File: src/rtl/i2c_master_byte_engine_if.sv
// Command, byte-stream and open-drain line signals of the I2C byte engine.
// master = the engine itself, slave = the environment driving it.
interface i2c_master_byte_engine_if;
  logic       cmd_valid;
  logic       cmd_ready;
  logic [6:0] cmd_addr;
  logic       cmd_read_write;
  logic       cmd_msb_first;
  logic [7:0] cmd_num_bytes;
  logic [7:0] wr_data;
  logic       wr_valid;
  logic       wr_ready;
  logic [7:0] rd_data;
  logic       rd_valid;
  logic       scl_o;
  logic       sda_o;
  logic       sda_i;
  logic       busy;
  logic       done;
  logic       nack;

  modport master (
    input  cmd_valid, cmd_addr, cmd_read_write, cmd_msb_first, cmd_num_bytes,
           wr_data, wr_valid, sda_i,
    output cmd_ready, wr_ready, rd_data, rd_valid, scl_o, sda_o, busy, done, nack
  );

  modport slave (
    output cmd_valid, cmd_addr, cmd_read_write, cmd_msb_first, cmd_num_bytes,
           wr_data, wr_valid, sda_i,
    input  cmd_ready, wr_ready, rd_data, rd_valid, scl_o, sda_o, busy, done, nack
  );
endinterface

File: src/rtl/i2c_master_byte_engine.sv
// I2C master bit/byte engine: START, address, write/read bytes with ACK handling, STOP.
// SCL/SDA are decoded from registered state so an async reset releases the lines at once.
module i2c_master_byte_engine #(
  parameter int unsigned CLK_DIV     = 4,
  parameter int unsigned DATA_LENGTH = 8,
  parameter int unsigned NO_OF_ROWS  = 128
) (
  input logic                      pclk,
  input logic                      areset,
  i2c_master_byte_engine_if.master bus
);
  localparam int unsigned   QW        = $clog2(CLK_DIV);
  localparam logic [QW-1:0] Q_LAST    = QW'(CLK_DIV - 1);
  localparam logic [2:0]    BIT_LAST  = 3'(DATA_LENGTH - 1);
  localparam logic [7:0]    MAX_BYTES = 8'(NO_OF_ROWS);

  typedef enum logic [3:0] {
    IDLE, START, ADDR, ADDR_ACK, WR_DATA, WR_ACK, RD_DATA, RD_ACK, STOP
  } state_t;

  state_t        state, state_nxt;
  logic [QW-1:0] qcnt, qcnt_nxt;
  logic [1:0]    quarter, quarter_nxt;
  logic [2:0]    bit_cnt, bit_cnt_nxt;
  logic [7:0]    byte_cnt, byte_cnt_nxt;
  logic [7:0]    shreg, shreg_nxt;
  logic [6:0]    addr, addr_nxt;
  logic          rw, rw_nxt;
  logic          msb, msb_nxt;
  logic          have_byte, have_byte_nxt;
  logic          ack_bit, ack_bit_nxt;
  logic          nack, nack_nxt;
  logic [7:0]    rd_data, rd_data_nxt;
  logic          rd_valid, rd_valid_nxt;
  logic          wr_ready, wr_ready_nxt;
  logic          done, done_nxt;
  logic          scl, sda;
  logic          tick, sample, slot_end, stall, tx_bit;
  logic [7:0]    tx_shift, rx_shift;

  assign tick     = (qcnt == Q_LAST);
  assign sample   = tick && (quarter == 2'd2);
  assign slot_end = tick && (quarter == 2'd3);
  // Clock stretching: the bit timer freezes at Q0 of bit 0 until a write byte arrives.
  assign stall    = (state == WR_DATA) && !have_byte && !bus.wr_valid;
  assign tx_bit   = msb ? shreg[7] : shreg[0];
  assign tx_shift = msb ? {shreg[6:0], 1'b0} : {1'b0, shreg[7:1]};
  assign rx_shift = msb ? {shreg[6:0], bus.sda_i} : {bus.sda_i, shreg[7:1]};

  always_ff @(posedge pclk or posedge areset) begin
    if (areset) begin
      state     <= IDLE;
      qcnt      <= '0;
      quarter   <= '0;
      bit_cnt   <= '0;
      byte_cnt  <= '0;
      shreg     <= '0;
      addr      <= '0;
      rw        <= 1'b0;
      msb       <= 1'b0;
      have_byte <= 1'b0;
      ack_bit   <= 1'b0;
      nack      <= 1'b0;
      rd_data   <= '0;
      rd_valid  <= 1'b0;
      wr_ready  <= 1'b0;
      done      <= 1'b0;
    end else begin
      state     <= state_nxt;
      qcnt      <= qcnt_nxt;
      quarter   <= quarter_nxt;
      bit_cnt   <= bit_cnt_nxt;
      byte_cnt  <= byte_cnt_nxt;
      shreg     <= shreg_nxt;
      addr      <= addr_nxt;
      rw        <= rw_nxt;
      msb       <= msb_nxt;
      have_byte <= have_byte_nxt;
      ack_bit   <= ack_bit_nxt;
      nack      <= nack_nxt;
      rd_data   <= rd_data_nxt;
      rd_valid  <= rd_valid_nxt;
      wr_ready  <= wr_ready_nxt;
      done      <= done_nxt;
    end
  end

  always_comb begin
    state_nxt     = state;
    qcnt_nxt      = qcnt;
    quarter_nxt   = quarter;
    bit_cnt_nxt   = bit_cnt;
    byte_cnt_nxt  = byte_cnt;
    shreg_nxt     = shreg;
    addr_nxt      = addr;
    rw_nxt        = rw;
    msb_nxt       = msb;
    have_byte_nxt = have_byte;
    ack_bit_nxt   = ack_bit;
    nack_nxt      = nack;
    rd_data_nxt   = rd_data;
    rd_valid_nxt  = 1'b0;
    wr_ready_nxt  = 1'b0;
    done_nxt      = 1'b0;

    if (state != IDLE && !stall) begin
      if (tick) begin
        qcnt_nxt    = '0;
        quarter_nxt = quarter + 2'd1;
      end else begin
        qcnt_nxt = qcnt + 1'b1;
      end
    end

    case (state)
      IDLE: begin
        if (bus.cmd_valid) begin
          state_nxt    = START;
          addr_nxt     = bus.cmd_addr;
          rw_nxt       = bus.cmd_read_write;
          msb_nxt      = bus.cmd_msb_first;
          byte_cnt_nxt = (bus.cmd_num_bytes > MAX_BYTES) ? MAX_BYTES : bus.cmd_num_bytes;
          nack_nxt     = 1'b0;
        end
      end
      START: begin
        if (slot_end) begin
          state_nxt   = ADDR;
          shreg_nxt   = {addr, rw};
          bit_cnt_nxt = '0;
        end
      end
      ADDR: begin
        if (slot_end) begin
          if (bit_cnt == BIT_LAST) begin
            state_nxt = ADDR_ACK;
          end else begin
            bit_cnt_nxt = bit_cnt + 3'd1;
            shreg_nxt   = {shreg[6:0], 1'b0};
          end
        end
      end
      ADDR_ACK: begin
        if (sample) ack_bit_nxt = bus.sda_i;
        if (slot_end) begin
          bit_cnt_nxt = '0;
          if (ack_bit) begin
            nack_nxt  = 1'b1;
            state_nxt = STOP;
          end else if (byte_cnt == '0) begin
            state_nxt = STOP;
          end else begin
            state_nxt = rw ? RD_DATA : WR_DATA;
          end
        end
      end
      WR_DATA: begin
        if (!have_byte && bus.wr_valid) begin
          shreg_nxt     = bus.wr_data;
          have_byte_nxt = 1'b1;
          wr_ready_nxt  = 1'b1;
        end
        if (slot_end) begin
          if (bit_cnt == BIT_LAST) begin
            state_nxt     = WR_ACK;
            have_byte_nxt = 1'b0;
          end else begin
            bit_cnt_nxt = bit_cnt + 3'd1;
            shreg_nxt   = tx_shift;
          end
        end
      end
      WR_ACK: begin
        if (sample) ack_bit_nxt = bus.sda_i;
        if (slot_end) begin
          bit_cnt_nxt  = '0;
          byte_cnt_nxt = byte_cnt - 8'd1;
          if (ack_bit) begin
            nack_nxt  = 1'b1;
            state_nxt = STOP;
          end else begin
            state_nxt = (byte_cnt == 8'd1) ? STOP : WR_DATA;
          end
        end
      end
      RD_DATA: begin
        if (sample) shreg_nxt = rx_shift;
        if (slot_end) begin
          if (bit_cnt == BIT_LAST) begin
            state_nxt    = RD_ACK;
            rd_data_nxt  = shreg;
            rd_valid_nxt = 1'b1;
          end else begin
            bit_cnt_nxt = bit_cnt + 3'd1;
          end
        end
      end
      RD_ACK: begin
        if (slot_end) begin
          bit_cnt_nxt  = '0;
          byte_cnt_nxt = byte_cnt - 8'd1;
          state_nxt    = (byte_cnt == 8'd1) ? STOP : RD_DATA;
        end
      end
      STOP: begin
        if (slot_end) begin
          state_nxt = IDLE;
          done_nxt  = 1'b1;
        end
      end
      default: state_nxt = IDLE;
    endcase
  end

  always_comb begin
    scl = 1'b1;
    sda = 1'b1;
    case (state)
      START:            sda = ~quarter[1];
      ADDR: begin
        scl = quarter[1];
        sda = shreg[7];
      end
      WR_DATA: begin
        scl = quarter[1];
        sda = have_byte ? tx_bit : 1'b1;
      end
      ADDR_ACK, WR_ACK, RD_DATA: scl = quarter[1];
      // Master ACKs every read byte except the last, which it NACKs.
      RD_ACK: begin
        scl = quarter[1];
        sda = (byte_cnt == 8'd1);
      end
      STOP: begin
        scl = (quarter != 2'd0);
        sda = quarter[1];
      end
      default: ;
    endcase
  end

  assign bus.cmd_ready = (state == IDLE);
  assign bus.busy      = (state != IDLE);
  assign bus.scl_o     = scl;
  assign bus.sda_o     = sda;
  assign bus.wr_ready  = wr_ready;
  assign bus.rd_data   = rd_data;
  assign bus.rd_valid  = rd_valid;
  assign bus.done      = done;
  assign bus.nack      = nack;
endmodule

File: src/flat_wrapper.sv
// flat-port wrapper written by rule: the top's interface ports become plain ports
module i2c_master_byte_engine_flat 
#(
  parameter int unsigned CLK_DIV     = 4,
  parameter int unsigned DATA_LENGTH = 8,
  parameter int unsigned NO_OF_ROWS  = 128
)
  (pclk, areset, bus_cmd_valid, bus_cmd_addr, bus_cmd_read_write, bus_cmd_msb_first, bus_cmd_num_bytes, bus_wr_data, bus_wr_valid, bus_sda_i, bus_cmd_ready, bus_wr_ready, bus_rd_data, bus_rd_valid, bus_scl_o, bus_sda_o, bus_busy, bus_done, bus_nack);
  i2c_master_byte_engine_if bus_i ();
  input logic pclk;
  input logic areset;
  input wire logic [$bits(bus_i.cmd_valid)-1:0] bus_cmd_valid;
  input wire logic [$bits(bus_i.cmd_addr)-1:0] bus_cmd_addr;
  input wire logic [$bits(bus_i.cmd_read_write)-1:0] bus_cmd_read_write;
  input wire logic [$bits(bus_i.cmd_msb_first)-1:0] bus_cmd_msb_first;
  input wire logic [$bits(bus_i.cmd_num_bytes)-1:0] bus_cmd_num_bytes;
  input wire logic [$bits(bus_i.wr_data)-1:0] bus_wr_data;
  input wire logic [$bits(bus_i.wr_valid)-1:0] bus_wr_valid;
  input wire logic [$bits(bus_i.sda_i)-1:0] bus_sda_i;
  output wire logic [$bits(bus_i.cmd_ready)-1:0] bus_cmd_ready;
  output wire logic [$bits(bus_i.wr_ready)-1:0] bus_wr_ready;
  output wire logic [$bits(bus_i.rd_data)-1:0] bus_rd_data;
  output wire logic [$bits(bus_i.rd_valid)-1:0] bus_rd_valid;
  output wire logic [$bits(bus_i.scl_o)-1:0] bus_scl_o;
  output wire logic [$bits(bus_i.sda_o)-1:0] bus_sda_o;
  output wire logic [$bits(bus_i.busy)-1:0] bus_busy;
  output wire logic [$bits(bus_i.done)-1:0] bus_done;
  output wire logic [$bits(bus_i.nack)-1:0] bus_nack;
  assign bus_i.cmd_valid = bus_cmd_valid;
  assign bus_i.cmd_addr = bus_cmd_addr;
  assign bus_i.cmd_read_write = bus_cmd_read_write;
  assign bus_i.cmd_msb_first = bus_cmd_msb_first;
  assign bus_i.cmd_num_bytes = bus_cmd_num_bytes;
  assign bus_i.wr_data = bus_wr_data;
  assign bus_i.wr_valid = bus_wr_valid;
  assign bus_i.sda_i = bus_sda_i;
  assign bus_cmd_ready = bus_i.cmd_ready;
  assign bus_wr_ready = bus_i.wr_ready;
  assign bus_rd_data = bus_i.rd_data;
  assign bus_rd_valid = bus_i.rd_valid;
  assign bus_scl_o = bus_i.scl_o;
  assign bus_sda_o = bus_i.sda_o;
  assign bus_busy = bus_i.busy;
  assign bus_done = bus_i.done;
  assign bus_nack = bus_i.nack;
  i2c_master_byte_engine #(.CLK_DIV(CLK_DIV), .DATA_LENGTH(DATA_LENGTH), .NO_OF_ROWS(NO_OF_ROWS)) u_core (.pclk(pclk), .areset(areset), .bus(bus_i));
endmodule
File: config.mk
export PLATFORM = sky130hd
export DESIGN_NAME = i2c_master_byte_engine_flat
export DESIGN_NICKNAME = d
export VERILOG_FILES = /design/src/rtl/i2c_master_byte_engine_if.sv /design/src/rtl/i2c_master_byte_engine.sv /design/src/flat_wrapper.sv
export SDC_FILE = /design/constraint.sdc
export NUM_CORES = 1
export LEC_CHECK = 0
export ABC_AREA = 1
export CELL_PAD_IN_SITES_DETAIL_PLACEMENT = 1
export CELL_PAD_IN_SITES_GLOBAL_PLACEMENT = 1
export CORE_MARGIN = 1.5
export CORE_UTILIZATION = 37
export CTS_BUF_LIST = sky130_fd_sc_hd__clkbuf_8
export DETAILED_ROUTE_END_ITERATION = 10
export PLACE_DENSITY_LB_ADDON = 0.1
export SKIP_LAST_GASP = 1
export SLEW_MARGIN = 10
export SYNTH_ARGS = -nofsm -noshare
export SYNTH_HDL_FRONTEND = slang
export SYNTH_SLANG_ARGS = --single-unit
File: constraint.sdc
create_clock -name pclk -period 1.61 [get_ports pclk]
set_clock_uncertainty 0.1 [all_clocks]
set_input_delay 0.2415 -clock pclk [delete_from_list [all_inputs] [get_ports pclk]]
set_output_delay 0.2415 -clock pclk [all_outputs]
set_load 0.03 [all_outputs]
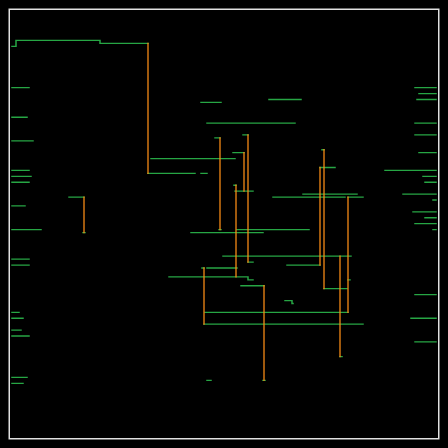
(run_1/metal_stack.png)
Two of the layers only.
met3: drawn in green, wire length 468 um. met4: drawn in orange, wire length 257 um.
DR WL/cell: 17.9 um
vias post-DR: 3,748

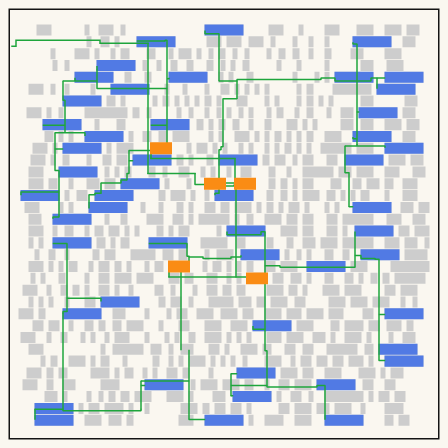
(run_1/clock_map.png)
cells driving clock nets: drawn in orange, count 5. flip-flops: drawn in blue, count 50. clock wires: drawn in green, length 771 um.
Position of the flops: all over the die.
P_clk: 0.820 mW
clk_lat worst skew: 0.31 ns

==> results.toml, run 1 <==
# synthesis and place-and-route metrics
[run_status]
status = "finished with violations"
violations = "setup timing"

[flow_run]
maxCapViolCount = 0
warnings = 32

[worst_setup_path]
path_cells = "buf_4 > nor2_4 > buf_6 > nand2_4 > nor2_2 > nor3_2 > nand4_1 > buf_6"
cpMaxStageDelayCell = "dfrtp_1"
worstSetupEndpointType = "output pin"
r2r-start = "u_core.state[1]"
startpoint_type = "register"

[logic_synthesis]
synthXorXnorAreaFrac = 0.00260

[routing]
drt_first_pass_iters = 4
drtIter0Drc = 161
drc = 0
wl_met2_mm = 6.67

[clocking]
cts-htree-levels = 2
post-cts-setup-buffer-count = 17
holdBufCountCts = 0
clock-sinks = 50

[layout]
syn_to_final_growth_pct = 53.0
finalNetCount = 650

[global_routing]
grt_max_degree = 51

[timing]
setup_ws_ns = -0.443
finalSetupViolCount = 49

[power_and_ir_drop]
p_comb_mw = 0.284

[hold_path]
holdCritPathClass = "input port to asynchronous set/reset pin"
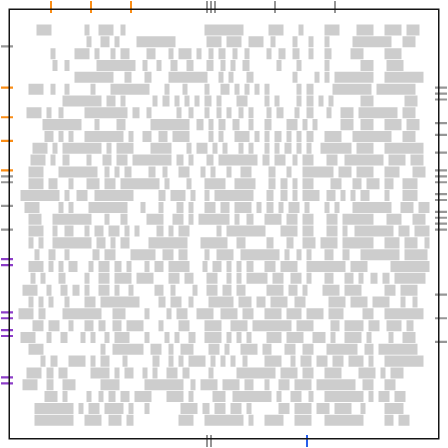
(run_1/pins.png)
Pins as bars across the die edge, other pins in grey.
bus_cmd_addr: drawn in orange, pins 7, direction input, edge 4 left, 3 top. bus_cmd_num_bytes: drawn in purple, pins 8, direction input, edge left. bus_cmd_ready: drawn in blue, pins 1, direction output, edge bottom.
All pins by edge: 18 right, 17 left, 8 top, 3 bottom.
die width: 98.4 um
count of input and output buffers: 45
DIE HEIGHT: 98.4 um

==> run_1/cell_classes.png <==
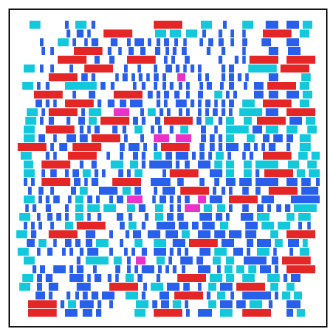

==> inputs of run 2 (changes only) <==
- CAP_MARGIN: unset -> 20
- SETUP_SLACK_MARGIN: unset -> 0.4
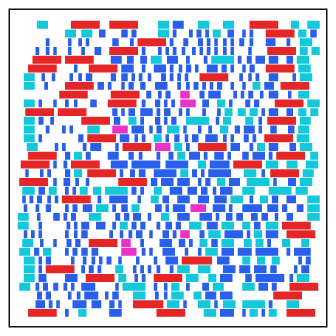
(run_2/cell_classes.png)
clock drivers and dummy loads: drawn in magenta, cells 8, share of their area 1.9%. all other logic: drawn in blue, cells 424, share of their area 48%. flip-flops: drawn in red, cells 50, share of their area 25%. other buffers and delay cells: drawn in cyan, cells 131, share of their area 25%.
# rows: 34
Final Core Density: 0.597
post-route design area: 0.00523 mm^2
sequential share of cell area: 0.240
core area: 0.00876 mm^2

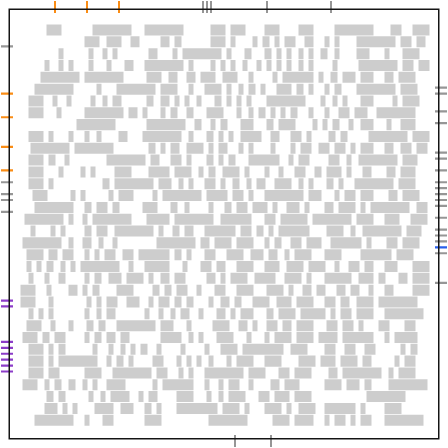
(run_2/pins.png)
Pins as bars across the die edge, other pins in grey.
bus_cmd_addr: drawn in orange, pins 7, direction input, edge 4 left, 3 top. bus_cmd_num_bytes: drawn in purple, pins 8, direction input, edge left. bus_cmd_ready: drawn in blue, pins 1, direction output, edge right.
All pins by edge: 19 right, 17 left, 8 top, 2 bottom.

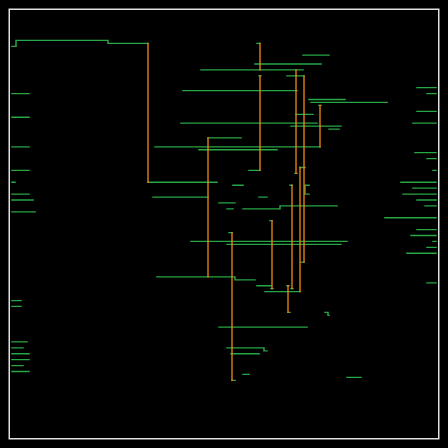
(run_2/metal_stack.png)
Two of the layers only.
met4: drawn in orange, wire length 276 um. met3: drawn in green, wire length 598 um.
DR WL/cell: 17.8 um
vias post-DR: 3,687
Routed WL: 12.9 mm

==> results.toml, run 2 <==
# synthesis and place-and-route metrics
[placement]
io_buffers = 45
hpwlAfterDp_mm = 8.03

[routing]
wl_met2_mm = 6.54
drtIter0Drc = 260
drc = 0

[power_and_ir_drop]
clk-power_mw = 0.847
p_comb_mw = 0.301
maxPowerGroup = "sequential cells"

[worst_setup_path]
path_cells = "buf_6 > nor2_4 > nand3_2 > o22ai_1 > inv_2 > clkdlybuf4s15_2"
worst-path-buf-inv = 3
startpoint_type = "register"
timing.rr.end = "u_core.shreg[7]"
reg2regPathDepth = 12
worstSetupEndpointType = "output pin"
cpMaxStageDelayCell = "dfrtp_1"
r2r-start = "u_core.state[3]"

[layout]
syn_to_final_growth_pct = 55.2
clock_buffers = 5
num_antenna_cells = 0
finalNetCount = 651

[global_routing]
antenna_found_initial = 0
grt_max_degree = 26
grt_overflow = 0

[clocking]
post-cts-setup-buffer-count = 14
clock_latency_ns = 0.33
holdBufCountCts = 0
cts_buffer_depth = 2
clock-sinks = 50
cts_root_buffer = "clkbuf_8"
cts-htree-levels = 2

[logic_synthesis]
synthXorXnorAreaFrac = 0.00260
synth_area_mm2 = 0.00337
async_flop_share = 1.00
post-synth-top-area-fraction = 0.371
synth_cell_types = 35
yosysWarnings = 0

[timing]
setup_ws_ns = -0.474
finalSetupViolCount = 47

[run_status]
violations = "setup timing"
status = "finished with violations"

[flow_run]
warnings = 33
maxCapViolCount = 0

[floorplan]
chipWidth_um = 98.4
die-height_um = 98.4

[hold_path]
holdCritPathClass = "input port to asynchronous set/reset pin"
==> inputs of run 3 (changes only) <==
- CORE_MARGIN: 1.5 -> 3
==> results.toml, run 3 <==
# synthesis and place-and-route metrics
[run_status]
status = "finished with violations"
violations = "setup timing"

[worst_setup_path]
reg2regPathDepth = 12
worstSetupEndpointType = "output pin"
r2r-start = "u_core.state[3]"
worst-path-buf-inv = 3

[logic_synthesis]
synth_area_mm2 = 0.00337
post-synth-top-area-fraction = 0.371
async_flop_share = 1.00

[placement]
io_buffers = 45
hpwlAfterDp_mm = 8.24

[routing]
postRouteWirelength_mm = 15.9
vias = 4087

[timing]
finalSetupViolCount = 51
setup_ws_ns = -0.476

[global_routing]
grt_max_degree = 27
grt_overflow = 0

[layout]
finalNetCount = 671
syn_to_final_growth_pct = 63.7

[clocking]
cts-htree-levels = 2
cts_root_buffer = "clkbuf_8"
post-cts-setup-buffer-count = 28
clock-sinks = 50

[power_and_ir_drop]
p_comb_mw = 0.305

[floorplan]
num_rows = 34
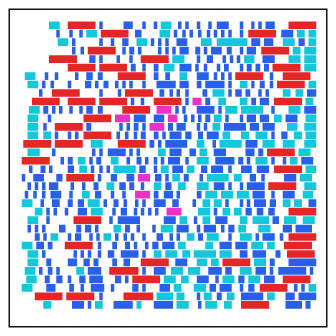
(run_3/cell_classes.png)
other buffers and delay cells: drawn in cyan, cells 151, share of their area 27%. clock drivers and dummy loads: drawn in magenta, cells 8, share of their area 1.8%. flip-flops: drawn in red, cells 50, share of their area 23%. all other logic: drawn in blue, cells 424, share of their area 47%.
Final Core Density: 0.626
post-route design area: 0.00552 mm^2
core area: 0.00881 mm^2
sequential share of cell area: 0.227

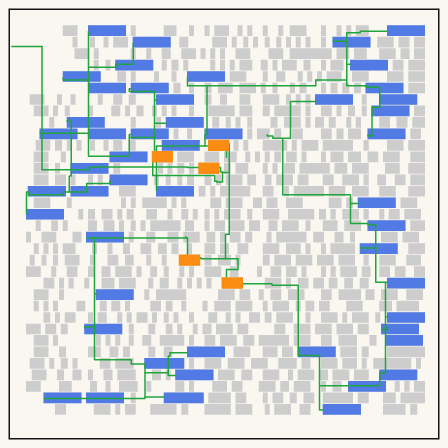
(run_3/clock_map.png)
cells driving clock nets: drawn in orange, count 5. clock wires: drawn in green, length 766 um. flip-flops: drawn in blue, count 50.
Position of the flops: all over the die. There are 6 routed clock nets.
P_clk: 0.858 mW
clock share of power: 0.347
clk_lat worst skew: 0.33 ns

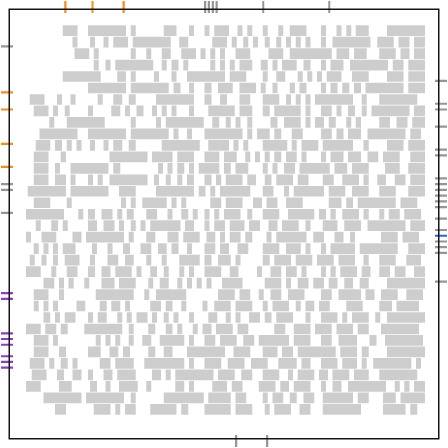
(run_3/pins.png)
Pins as bars across the die edge, other pins in grey.
bus_cmd_ready: drawn in blue, pins 1, direction output, edge right. bus_cmd_addr: drawn in orange, pins 7, direction input, edge 4 left, 3 top. bus_cmd_num_bytes: drawn in purple, pins 8, direction input, edge left.
All pins by edge: 19 right, 16 left, 9 top, 2 bottom.
die width: 101 um
DIE HEIGHT: 101 um

Power is estimated from default activity; no workload was simulated.
